Fig. 1: run 1, cells by drive strength
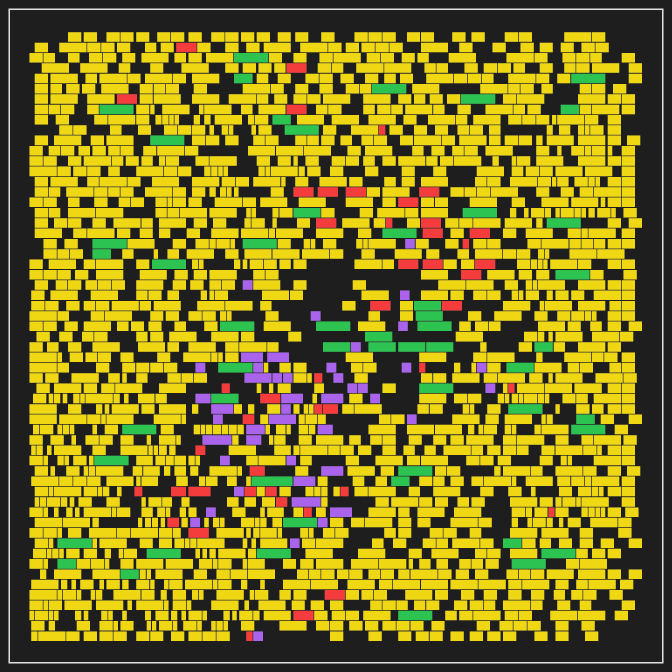
Fig. 2: run 1, routed metal per tile
The die is cut into 34 by 34 equal tiles; dark blue is low, red is high, scaled to the fullest tile. Values are wire area over tile area, all layers added.
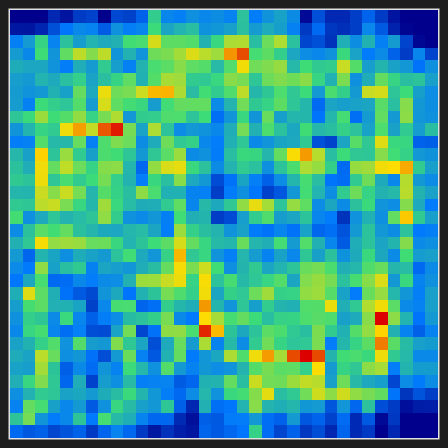
Fig. 3: run 1, sequential cells coloured by netlist name
Bar = 50 um.
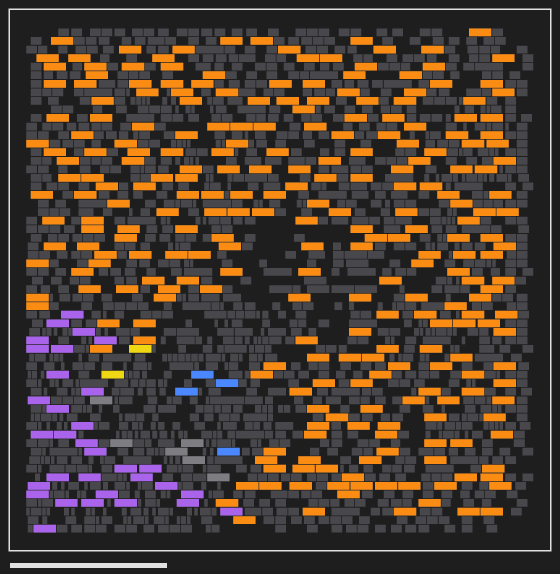
## src/rtl/burst_read_engine.sv

```systemverilog
// burst_read_engine: requests a bus burst and packs returned beats
// into a word-indexed data register, with length checks and error flag.
// Ports: clk_i/reset_i; start_i, addr_i, len_words_i start a burst;
// busy_o, done_o, error_o, words_o, data_reg_o report progress/result;
// req_o, addr_o, len_o, grant_i, read_valid_i, read_data_i, bus_error_i
// form the bus handshake.
// Optional watchdog: define BURST_RD_TIMEOUT_EN.
module burst_read_engine #(
  parameter  int BUS_W          = 64,
  parameter  int MAX_WORDS      = 8,
  parameter  int TIMEOUT_CYCLES = 256,
  localparam int LW             = $clog2(MAX_WORDS) + 1
) (
  input  logic                   clk_i,
  input  logic                   reset_i,
  input  logic                   start_i,
  input  logic [31:0]            addr_i,
  input  logic [LW-1:0]          len_words_i,
  output logic                   busy_o,
  output logic                   done_o,
  output logic                   error_o,
  output logic [LW-1:0]          words_o,
  output logic [MAX_WORDS*32-1:0] data_reg_o,
  output logic                   req_o,
  output logic [31:0]            addr_o,
  output logic [LW-1:0]          len_o,
  input  logic                   grant_i,
  input  logic                   read_valid_i,
  input  logic [BUS_W-1:0]       read_data_i,
  input  logic                   bus_error_i
);

  localparam int BEAT = BUS_W / 32;

  if (BUS_W != 32 && BUS_W != 64 && BUS_W != 128) begin : g_bad_bus
    $error("burst_read_engine: BUS_W must be 32, 64 or 128");
  end
  if (MAX_WORDS < 2 || MAX_WORDS > 64 ||
      (MAX_WORDS & (MAX_WORDS - 1)) != 0) begin : g_bad_words
    $error("burst_read_engine: MAX_WORDS must be a power of two, 2..64");
  end
  if (TIMEOUT_CYCLES < 1) begin : g_bad_to
    $error("burst_read_engine: TIMEOUT_CYCLES must be positive");
  end

  typedef enum logic [1:0] {
    RD_IDLE,
    RD_ASK,
    RD_GRANTED,
    RD_DONE
  } state_e;

  state_e                 state_q, state_d;
  logic [31:0]            addr_q, addr_d;
  logic [LW-1:0]          len_q, len_d;
  logic [LW-1:0]          words_q, words_d;
  logic [MAX_WORDS*32-1:0] data_q, data_d;
  logic                   err_q, err_d;
  logic                   pulse_q, pulse_d;
  logic                   beat;
  logic                   timeout;
  int                     sum_w;

  assign beat = (state_q == RD_GRANTED) && read_valid_i;

`ifdef BURST_RD_TIMEOUT_EN
  localparam int WDW = $clog2(TIMEOUT_CYCLES + 1);

  logic [WDW-1:0] wd_q, wd_d;

  // A beat in the same cycle restarts the count instead of timing out.
  assign timeout = (wd_q == WDW'(TIMEOUT_CYCLES - 1)) && !beat;

  // Entry from idle and every beat restart the count.
  always_comb begin
    wd_d = '0;
    if ((state_d == RD_ASK || state_d == RD_GRANTED) &&
        state_q != RD_IDLE && !beat)
      wd_d = wd_q + 1'b1;
  end

  always_ff @(posedge clk_i) begin
    if (reset_i) wd_q <= '0;
    else         wd_q <= wd_d;
  end
`else
  assign timeout = 1'b0;
`endif

  always_comb begin
    state_d = state_q;
    addr_d  = addr_q;
    len_d   = len_q;
    words_d = words_q;
    data_d  = data_q;
    err_d   = err_q;
    pulse_d = 1'b0;
    sum_w   = int'(words_q) + BEAT;
    unique case (state_q)
      RD_IDLE: begin
        if (start_i) begin
          if (len_words_i > LW'(MAX_WORDS)) begin
            err_d   = 1'b1;
            pulse_d = 1'b1;
          end else begin
            addr_d  = addr_i;
            len_d   = len_words_i;
            err_d   = 1'b0;
            words_d = '0;
            data_d  = '0;
            state_d = (len_words_i == '0) ? RD_DONE : RD_ASK;
          end
        end
      end
      RD_ASK: begin
        if (bus_error_i || timeout) begin
          err_d   = 1'b1;
          pulse_d = 1'b1;
          state_d = RD_IDLE;
        end else if (grant_i) begin
          state_d = RD_GRANTED;
        end
      end
      RD_GRANTED: begin
        if (bus_error_i || timeout) begin
          err_d   = 1'b1;
          pulse_d = 1'b1;
          state_d = RD_IDLE;
        end else if (beat) begin
          // Beat words past len are dropped; count saturates at len.
          for (int i = 0; i < MAX_WORDS; i++) begin
            for (int k = 0; k < BEAT; k++) begin
              if (int'(words_q) + k == i && i < int'(len_q))
                data_d[i*32 +: 32] = read_data_i[k*32 +: 32];
            end
          end
          if (sum_w >= int'(len_q)) begin
            words_d = len_q;
            state_d = RD_DONE;
          end else begin
            words_d = LW'(sum_w);
          end
        end
      end
      RD_DONE: state_d = RD_IDLE;
      default: state_d = RD_IDLE;
    endcase
  end

  always_ff @(posedge clk_i) begin
    if (reset_i) begin
      state_q <= RD_IDLE;
      addr_q  <= '0;
      len_q   <= '0;
      words_q <= '0;
      data_q  <= '0;
      err_q   <= 1'b0;
      pulse_q <= 1'b0;
    end else begin
      state_q <= state_d;
      addr_q  <= addr_d;
      len_q   <= len_d;
      words_q <= words_d;
      data_q  <= data_d;
      err_q   <= err_d;
      pulse_q <= pulse_d;
    end
  end

  // pulse_q marks rejected starts and aborts, which return to idle.
  assign busy_o     = (state_q != RD_IDLE);
  assign done_o     = (state_q == RD_DONE) || pulse_q;
  assign error_o    = err_q;
  assign words_o    = words_q;
  assign data_reg_o = data_q;
  assign req_o      = (state_q == RD_ASK);
  assign addr_o     = addr_q;
  assign len_o      = len_q;

endmodule

```

## config.mk

```make
export PLATFORM = sky130hd
export DESIGN_NAME = burst_read_engine
export DESIGN_NICKNAME = d
export VERILOG_FILES = /design/src/rtl/burst_read_engine.sv
export SDC_FILE = /design/constraint.sdc
export NUM_CORES = 1
export LEC_CHECK = 0
export CORE_MARGIN = 5
export CORE_UTILIZATION = 51
export DETAILED_ROUTE_END_ITERATION = 10
export PLACE_DENSITY_LB_ADDON = 0.05
export SYNTH_ARGS = -nofsm -noshare
export SYNTH_HDL_FRONTEND = slang
export SYNTH_SLANG_ARGS = --single-unit
```

## constraint.sdc

```tcl
create_clock -name clk_i -period 3.7 [get_ports clk_i]
set_input_delay 0.74 -clock clk_i [delete_from_list [all_inputs] [get_ports clk_i]]
set_output_delay 0.74 -clock clk_i [all_outputs]
set_load 0.01 [all_outputs]
```

==> run summary, run 1 <==
Flip-flops: 300
Crit-path leading delay family: adder cells
Biggest consumer: registers
Top area cell types: dfxtp_1 45%, mux2i_1 19%, o2bb2ai_1 11%
Basic Gates by Area: 0.0732
CTS clock-pin slew for the worst setup and hold paths: 0.06 ns
Die Y: 172 um
Insertion delay to the later sink of the worst-skew pair: 0.55 ns
Maximum VDD drop: 0.355 mV
Most used cell, CP: ha_1
Yosys warns: 0
Hold Fails Final Rpt: 0
Syn nets: 1403
Psw: 1.91 mW
Asr flop ratio synth: 0
Vias in the first global route: 11400
Largest stage delay, worst path: 0.71 ns
Part of the power in combinational logic: 0.136
Setup crit start kind: register
Pre-CTS setup slack: 0.664 ns
Distinct cells, synth: 62
Worst relative slew slack: 0.341
Post-route ant nets: 0
Mux share: 0.195
Buffer share of cell area: 0.242
Placed cell areas: 17400 sq um
YS chip area: 13300 sq um
Clock Sinks: 300
Crit. End Element: register
Main flop type: dfxtp_1
Clock group total power: 3.07 mW
Routed vias/inst: 5.76
Root buffer cell: clkbuf_16
Non-CTS inverters: 14
Flops after synth: 300
Core box area: 25900 sq um
CTS Buffer Depth: 3
Buffers & Inverters on Critical Path: 0
CP Cell Sequence: ha_1 > xor2_1 > ha_1 > a21oi_2 > mux2_2 > a22o_1
Int Pwr: 5.45 mW
Fillers: 2005
CTS resizes: 0
N_taps: 335
First-pass GRT wire length: 69600 um
# nets final: 1721
Class of the worst hold path: register to register
Final GP Congestion: 0.847
Drt drc: 0
Max-cap violations: 0
Layout Cells excl Fill: 1964
Kind of critical path: register to register
Clock network fraction of design power: 0.417
Final setup fails: 0
Placed cell count: 1907
Number of port buffers: 405
Site Rows: 59
Combinational power: 998 uW
Initial antenna violation count: 1
Achievable frequency: 332 MHz
Fp util: 0.515
Req. time, crit path: 4.14 ns
Pwr Total: 7.36 mW
Number of clock buffers in the layout: 49
Layout Skew: 0.0102 ns
Critical path fanouts, max: 20
Yosys adder share: 0.00938
CTS tree: built
Outcome: finished, final reports clean
Tool warning count: 30
## Picture notes: Fig. 1
colour	size	cells	share
yellow	drive 1 or less	1485	91%
green	drive 6 and up	52	3.2%
red	drive 2	46	2.8%
purple	drive 3 to 4	45	2.8%
worst setup margin: 0.687 ns
P&R area growth vs syn: 38.1%
bufs w/o clock: 443
final instance area: 18400 sq um

## Picture notes: Fig. 2
nearly empty tiles	1.7%
fullest tile	0.65
tiles over half the peak	28%
mean over tiles	0.26
routed vias: 11300
gr usage total: 0.303
WL final: 46900 um
wire per inst: 23.9 um

## Picture notes: Fig. 3
colour	name in the netlist	placed flops
orange	data_reg_o	256
yellow	state_q	2
blue	words_o	4
purple	addr_o	32
not coloured	6
Seq group: 3.29 mW
Util after Layout: 0.711
register fraction of the total cell area: 0.326
register area: 6010 sq um

run 1: cells in the final DEF, fill, tap and decap left out, types with 3 or more instances in the layout:
cell type,synthesis,layout
a21oi_4,0,5
a22o_1,3,3
mux2i_1,258,258
a21oi_1,49,45
clkdlybuf4s50_1,0,404
ha_1,10,10
clkinv_2,0,6
nand2_2,2,5
nand4_1,3,3
o21ai_0,42,42
clkbuf_16,0,31
dfxtp_1,300,300
o2bb2ai_1,170,170
nor3b_1,3,3
clkbuf_8,0,10
o2bb2ai_2,21,21
nand2_1,149,146
nor3_4,1,3
buf_4,5,29
inv_1,14,14
nand3_1,4,4
o21ai_1,32,32
a31o_2,3,3
buf_12,3,9
or3_1,4,3
nor2b_1,5,5
clkbuf_1,51,8
nor2_1,10,8
run 1: worst paths after layout:
path | startpoint | to | slack [ns] | cells after the start
worst min-delay path | data_reg_o[7]$_SDFFE_PP0P_ | data_reg_o[7]$_SDFFE_PP0P_ | 0.45 | 2
worst max register to register | words_o[1]$_SDFFE_PP0P_ | words_o[2]$_SDFFE_PP0P_ | 0.69 | 6
worst max-delay path | words_o[1]$_SDFFE_PP0P_ | words_o[2]$_SDFFE_PP0P_ | 0.69 | 6
worst min register to register | data_reg_o[7]$_SDFFE_PP0P_ | data_reg_o[7]$_SDFFE_PP0P_ | 0.45 | 2
run 1: flip-flops by register name, indices dropped and copies added, names as in the netlist:
name,count
state_q,2
addr_o,32
words_o,4
len_o,4
data_reg_o,256
pulse_q,1
error_o,1
run 1: layer usage:
layer	GRT usage	up-vias	routed length (um)
met5	0	-	0
met4	0.0989	0	1680
met3	0.0802	86	4110
met2	0.492	477	21500
met1	0.396	5461	19600
li1	-	5294	-
Fig. 4: run 1, placed standard cells
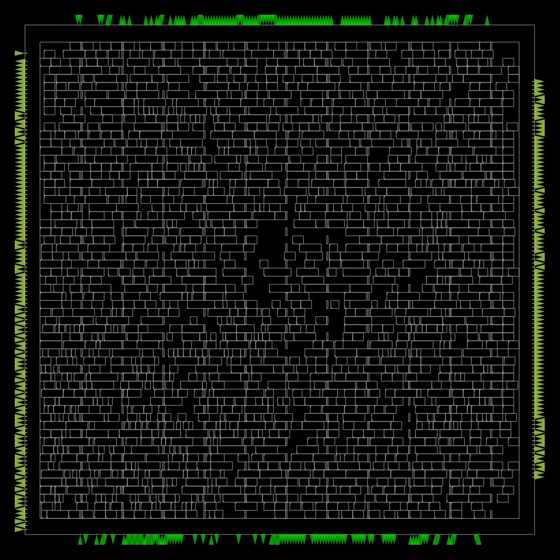

==> run 1 -> run 2 <==
Settings changed: CORE_UTILIZATION 51 to 47.
Clock period 3.7 ns to 3 ns, I/O delays scaled along.
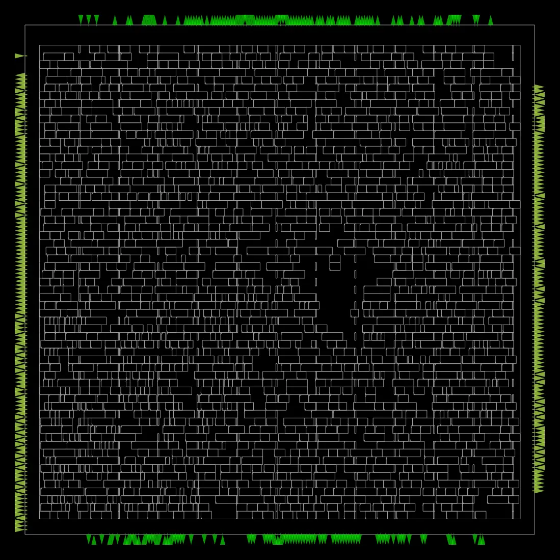
Fig. 5. Placed standard cells (run 2).
register fraction of the total cell area: 0.322
Site Rows: 61
flip-flops: 300

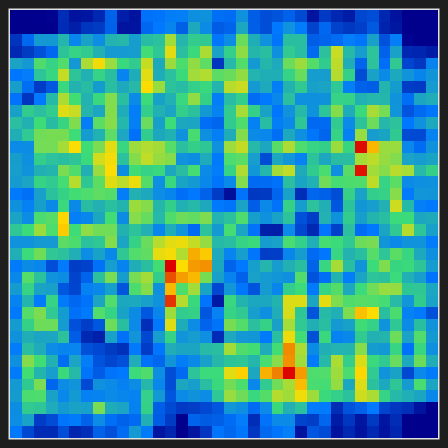
Fig. 6. Routed metal per tile (run 2).
The die is cut into 36 by 36 equal tiles; dark blue is low, red is high, scaled to the fullest tile. Values are wire area over tile area, all layers added.
nearly empty tiles	2.0%
tiles over half the peak	22%
mean over tiles	0.25
fullest tile	0.67
WL final: 48600 um
gr usage total: 0.291
wire per inst: 24.0 um

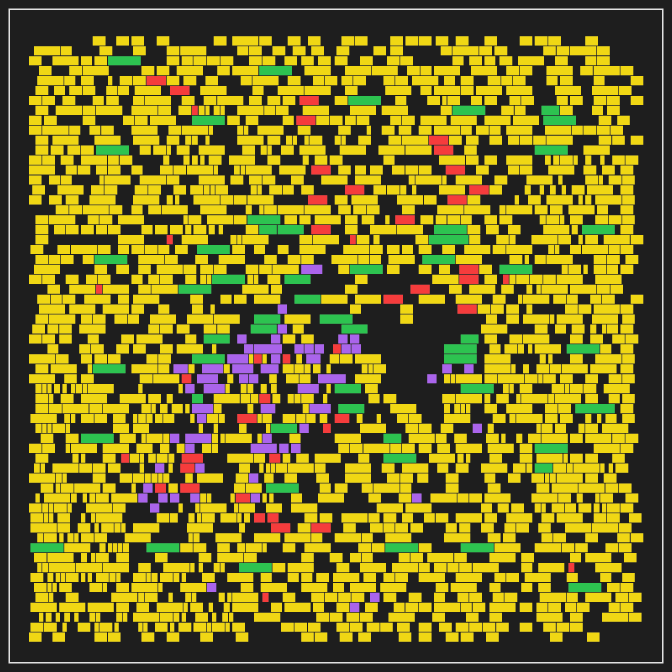
Fig. 7. Cells by drive strength (run 2).
colour	size	cells	share
purple	drive 3 to 4	58	3.5%
red	drive 2	45	2.7%
green	drive 6 and up	53	3.2%
yellow	drive 1 or less	1487	91%
worst setup margin: 0.283 ns
final instance area: 18600 sq um
bufs w/o clock: 454
P&R area growth vs syn: 39.8%

==> run summary, run 2 <==
Top Metal Used: met4
Least-Margin Pin Slew: 1.19 ns
Distinct cells, synth: 62
Clock network fraction of design power: 0.435
Initial DRC count: 881
First-pass GRT wire length: 71400 um
Fp util: 0.477
Psw: 2.48 mW
Yosys warns: 0
Pre-CTS setup slack: -0.0566 ns
Crit. End Element: register
Root buffer cell: clkbuf_16
Class of the worst hold path: register to register
Max-cap violations: 0
CTS Buffer Depth: 3
Req. time, crit path: 3.43 ns
Syn avg cell area: 10.4 sq um
Min Clock Period, post-route: 2.72 ns
Kind of critical path: register to register
Most instantiated logic cells after routing: 404 x clkdlybuf4s50_1, 300 x dfxtp_1, 258 x mux2i_1, 170 x o2bb2ai_1, 147 x nand2_1
Final setup TNS: 0 ns
Met1 WL: 20600 um
Pwr Total: 9.43 mW
CTS clock-pin slew for the worst setup and hold paths: 0.07 ns
Post-synth seq share: 0.450
Layout Skew: 0.0206 ns
Ys cells: 1287
Clock Sinks: 300
Synth Area in XOR/XNOR: 0.000657
PwrDens: 506 nW/um^2
Asr flop ratio synth: 0
Basic Gates by Area: 0.0732
Max stage delay cell, worst path: a21oi_4
Mapped cell area: 13300 sq um
CP Cell Sequence: ha_1 > nor4b_1 > nor3_1 > o21ai_1 > a21oi_4 > o2bb2ai_1
Hold slack: 0.450 ns
Count of library flops with an enable pin: 0
Setup crit start kind: register
RSZ-0062 raised after global routing: no
Vias in the first global route: 11300
Switching part of the total power: 0.263
Maximum VDD drop: 0.533 mV
Drt drc: 0
Max FFs per register: 256
Flop pwr share: 0.430
Metal2 WL: 21800 um
Mux share: 0.195
Insertion delay to the later sink of the worst-skew pair: 0.51 ns
Postcts setup bufs: 0
Top area cell types: dfxtp_1 45%, mux2i_1 19%, o2bb2ai_1 11%
Placed cell count: 1961
Grt ovf: 0
Layout Cells excl Fill: 2021
Yosys top cell by instances: dfxtp_1
Number of port buffers: 405
Placed cell areas: 17500 sq um
Synth area leader: dfxtp_1
Tcrit/Tclk final: 0.906
Ratio of cells with drive above 1 in the final layout: 0.0949
Register area: 6010 sq um
Util after Layout: 0.667
Largest logic family: AND-OR/OR-AND gates
Fillers: 2320
Largest stage delay, worst path: 0.71 ns
Flops after synth: 300
Final GP Congestion: 0.873
Part of the power in combinational logic: 0.135
Lkg Pwr: 6.37 nW
Logic area: 6490 sq um
Gate Count Post-Synth: 1287
Ant. Diodes: 0
Post-synth top cells: 300 x dfxtp_1, 258 x mux2i_1, 170 x o2bb2ai_1
Achievable frequency: 368 MHz
CTS tree: built
Top-level I/O count: 406
Yosys adder share: 0.00938
Critical path fanouts, max: 16
Die ar.: 31800 sq um
Max-area cell share: 0.450
# nets final: 1736
Main flop type: dfxtp_1
Detail Route met3 WL: 4710 um
CTS H-tree lvls: 2
Core box area: 27900 sq um
Tool warning count: 30
Final setup fails: 0
CTS buffer count: 34
Initial antenna violation count: 0
Final Max Slew Viols: 0
Post-route ant nets: 0
Syn nets: 1403
Hold Fails Final Rpt: 0
Outcome: finished, final reports clean
YS chip area: 13300 sq um
Final HPWL DP: 32700 um
Pre-antenna DRT Iters: 5
Crit path DAT: 3.15 ns
Worst relative slew slack: 0.202
Top logic cell by instance count in the layout: clkdlybuf4s50_1
Pin count of the biggest net entering global routing: 37
Int Pwr: 6.95 mW
Routed vias/inst: 5.70
Chip Width: 178 um
Routed vias: 11500
Die Y: 178 um
Compound-Gate Fraction of Synth Area: 0.200
==> run 2: power groups by stage <==
stage,clock network [mW],registers (mW),logic (mW)
detailed placement,0,4.14,1.24
global placement,0,4.14,1.23
floorplan,0,4.15,0.705
global route,4.34,4.06,1.35
CTS,4.16,4.06,1.24
finish,4.10,4.06,1.27
==> run 2: layout make-up <==
class	instances	share of cell area
Inverter	14	0.00282
Tap cell	378	0.0254
Sequential cell	300	0.322
Multi-Input combinational cell	816	0.348
Clock inverter	10	0.00571
Timing Repair Buffer	454	0.243
Clock buffer	49	0.0525
==> run 2: per-layer routing <==
| metal | GRT usage | vias up |
|---|---|---|
| li1 | - | 5310 |
| met1 | 0.380 | 5600 |
| met2 | 0.463 | 514 |
| met3 | 0.0920 | 91 |
| met4 | 0.0854 | 0 |
| met5 | 0 | - |
==> run 2: worst paths after layout <==
path | startpoint | cells after the start | slack (ns) | to
setup / recovery | words_o[1]$_SDFFE_PP0P_ | 6 | 0.28 | data_reg_o[70]$_SDFFE_PP0P_
hold / removal | data_reg_o[21]$_SDFFE_PP0P_ | 2 | 0.45 | data_reg_o[21]$_SDFFE_PP0P_
setup reg to reg | words_o[1]$_SDFFE_PP0P_ | 6 | 0.28 | data_reg_o[70]$_SDFFE_PP0P_
hold reg to reg | data_reg_o[21]$_SDFFE_PP0P_ | 2 | 0.45 | data_reg_o[21]$_SDFFE_PP0P_
==> run 2: worst max-delay path, delay by kind of cell, from the launching register on <==
kind | cells | cell delay, ns
adders and majority gates | 1 | 0.39
and+or+nand+nor | 2 | 0.52
DFF | 1 | 0.53
AOI/OAI and AO/OA | 3 | 1.20
==> run 2: repair_timing <==
| action | CTS | global route |
|---|---|---|
| resized | 0 | 2 |
| endpoints found under the setup margin | 0 | 32 |
| hold buffers | 0 | 0 |
==> run 2 -> run 3 <==
Settings changed: SKIP_LAST_GASP from default to 1.
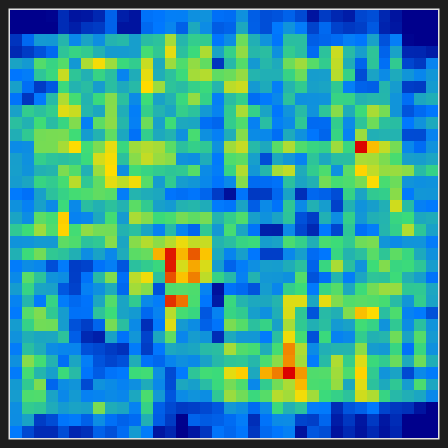
Fig. 8. Routed metal per tile (run 3).
The die is cut into 36 by 36 equal tiles; dark blue is low, red is high, scaled to the fullest tile. Values are wire area over tile area, all layers added.
fullest tile	0.67
tiles over half the peak	23%
mean over tiles	0.25
routed vias: 11500
wire per inst: 24.0 um
WL final: 48600 um

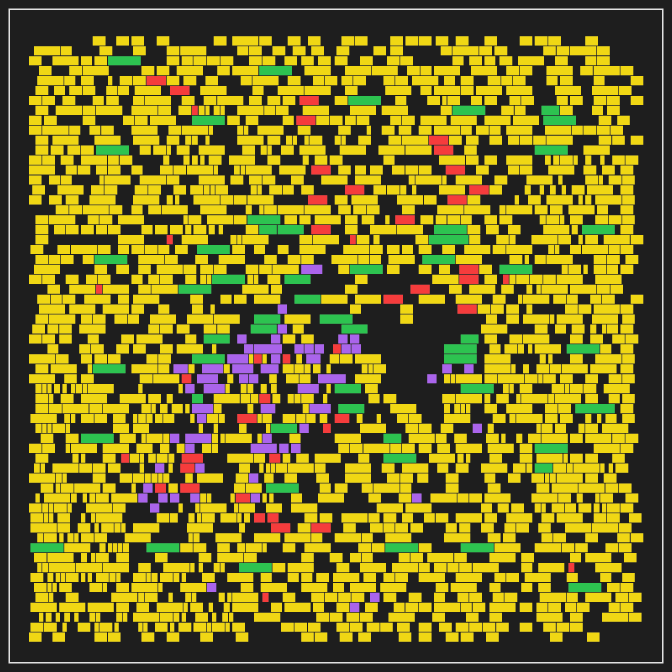
Fig. 9. Cells by drive strength (run 3).
colour	size	cells	share
yellow	drive 1 or less	1487	91%
red	drive 2	45	2.7%
purple	drive 3 to 4	58	3.5%
green	drive 6 and up	53	3.2%
worst setup margin: 0.108 ns

==> run summary, run 3 <==
Site Rows: 61
Pin count of the biggest net entering global routing: 37
Post-synth top cells: 300 x dfxtp_1, 258 x mux2i_1, 170 x o2bb2ai_1
Ratio of cells with drive above 1 in the final layout: 0.0949
Grt ovf: 0
Max FFs per register: 256
# nets final: 1736
Postcts setup bufs: 0
Gr usage total: 0.291
Min Clock Period, post-route: 2.89 ns
Count of library flops with an enable pin: 0
Gate Count Post-Synth: 1287
Cts hold-fix bufs: 0
Flops after synth: 300
Tool warning count: 31
CP Cell Sequence: ha_1 > nor4b_1 > nor3_1 > o21ai_0 > a21oi_4 > o2bb2ai_1
Achievable frequency: 346 MHz
Yosys warns: 0
Layout Skew: 0.0208 ns
Placed cell count: 1961
Least-Margin Pin Slew: 1.20 ns
Logic area: 6490 sq um
Final HPWL DP: 32700 um
Top logic cell by instance count in the layout: clkdlybuf4s50_1
Fp util: 0.477
Synth area leader: dfxtp_1
CTS resizes: 0
Outcome: finished, final reports clean
Beginning of the worst hold path: data_reg_o[21]$_SDFFE_PP0P_
Hold Fails Final Rpt: 0
Initial DRC count: 869
Setup crit start kind: register
Final setup fails: 0
P&R area growth vs syn: 39.8%
Top-level I/O count: 406
Placed cell areas: 17500 sq um
Core box area: 27900 sq um
Die ar.: 31800 sq um
Yosys top cell by instances: dfxtp_1
CTS clock-pin slew for the worst setup and hold paths: 0.07 ns
Final GP Congestion: 0.873
Vias in the first global route: 11300
Final setup TNS: 0 ns
Maximum VDD drop: 0.533 mV
Main flop type: dfxtp_1
Routed vias/inst: 5.69
Insertion delay to the later sink of the worst-skew pair: 0.51 ns
Critical Path Start: words_o[1]$_SDFFE_PP0P_
Die Y: 178 um
Crit. End Element: register
Distinct cells, synth: 62
Chip Width: 178 um
Number of port buffers: 405
Initial antenna violation count: 0
Post-route ant nets: 0
PwrDens: 506 nW/um^2
Ant. Diodes: 0
Final Max Slew Viols: 0
CTS Buffer Depth: 3
Drt drc: 0
Syn nets: 1403
Top area cell types: dfxtp_1 45%, mux2i_1 19%, o2bb2ai_1 11%
Mapped cell area: 13300 sq um
Asr flop ratio synth: 0
Ys cells: 1287
Class of the worst hold path: register to register
Req. time, crit path: 3.43 ns
Max-cap violations: 0
Root buffer cell: clkbuf_16
CTS buffer count: 34
Critical path fanouts, max: 16
RSZ-0062 raised after global routing: yes
First-pass GRT wire length: 71400 um
Kind of critical path: register to register
YS chip area: 13300 sq um
Most instantiated logic cells after routing: 404 x clkdlybuf4s50_1, 300 x dfxtp_1, 258 x mux2i_1, 170 x o2bb2ai_1, 147 x nand2_1
Max stage delay cell, worst path: a21oi_4
Register area: 6010 sq um
Post-synth seq share: 0.450
Pre-antenna DRT Iters: 5
CTS tree: built
Final instance area: 18600 sq um
Tcrit/Tclk final: 0.964
Crit path DAT: 3.32 ns
Largest stage delay, worst path: 0.77 ns
CTS H-tree lvls: 2
FF-to-FF Start: words_o[1]$_SDFFE_PP0P_
Pwr Total: 9.43 mW
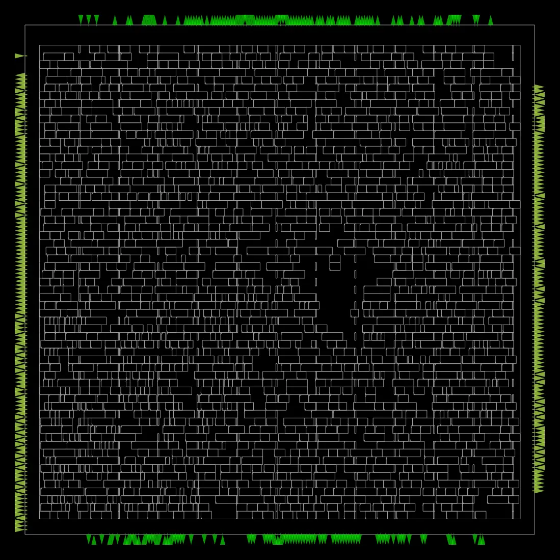
Fig. 10. Placed standard cells (run 3).
n_taps: 378
Layout Cells excl Fill: 2021
Util after Layout: 0.667
Fillers: 2320

[run 3: where the power goes]
part | total [mW] | internal, mW | switching, mW
Clock | 4.10 | 2.44 | 1.66
Combinational | 1.27 | 0.481 | 0.789
Sequential | 4.06 | 4.03 | 0.0300
[run 3: critical path: cells and delay by family (launching register included)]
family                     cells  cell delay [ns]
AOI/OAI and AO/OA              3             1.38
adders and majority gates      1             0.40
DFF                            1             0.53
and+or+nand+nor                2             0.51
[run 3: path summary, 6_finish.rpt]
kind,end,slack (ns),cells past startpoint
worst max-delay path,data_reg_o[70]$_SDFFE_PP0P_,0.11,6
worst max register to register,data_reg_o[70]$_SDFFE_PP0P_,0.11,6
worst min-delay path,data_reg_o[21]$_SDFFE_PP0P_,0.45,2
worst min register to register,data_reg_o[21]$_SDFFE_PP0P_,0.45,2
[run 3: routing by layer]
metal	GRT usage	up-vias	wire, um
met2	0.463	518	21800
met5	0	-	0
li1	-	5313	-
met3	0.0920	87	4690
met4	0.0854	0	1380
met1	0.380	5582	20700
[run 3: area by class of cell]
type,count,area share
Clock buffer,49,0.0525
Clock inverter,10,0.00571
Inverter,14,0.00282
Multi-Input combinational cell,816,0.348
Sequential cell,300,0.322
Tap cell,378,0.0254
Timing Repair Buffer,454,0.243
[run 3: cell families after synthesis]
family / count (synthesis) / synth area share
compound gates: 340 / 0.200
flops: 300 / 0.450
mux: 260 / 0.195
simple gates: 204 / 0.0732
buf+inv: 172 / 0.0714
fa+ha+maj: 10 / 0.00938
xor+xnor: 1 / 0.000657
[run 3: metrics by stage]
stage	hold WS, ns	worst slack [ns]
after floorplan	0.471	0.561
after global placement	0.433	0.0367
after detailed placement	0.442	-0.0566
after CTS	0.452	0.115
after global routing	0.469	-0.0269
final	0.450	0.108
Power is estimated from default activity; no workload was simulated.
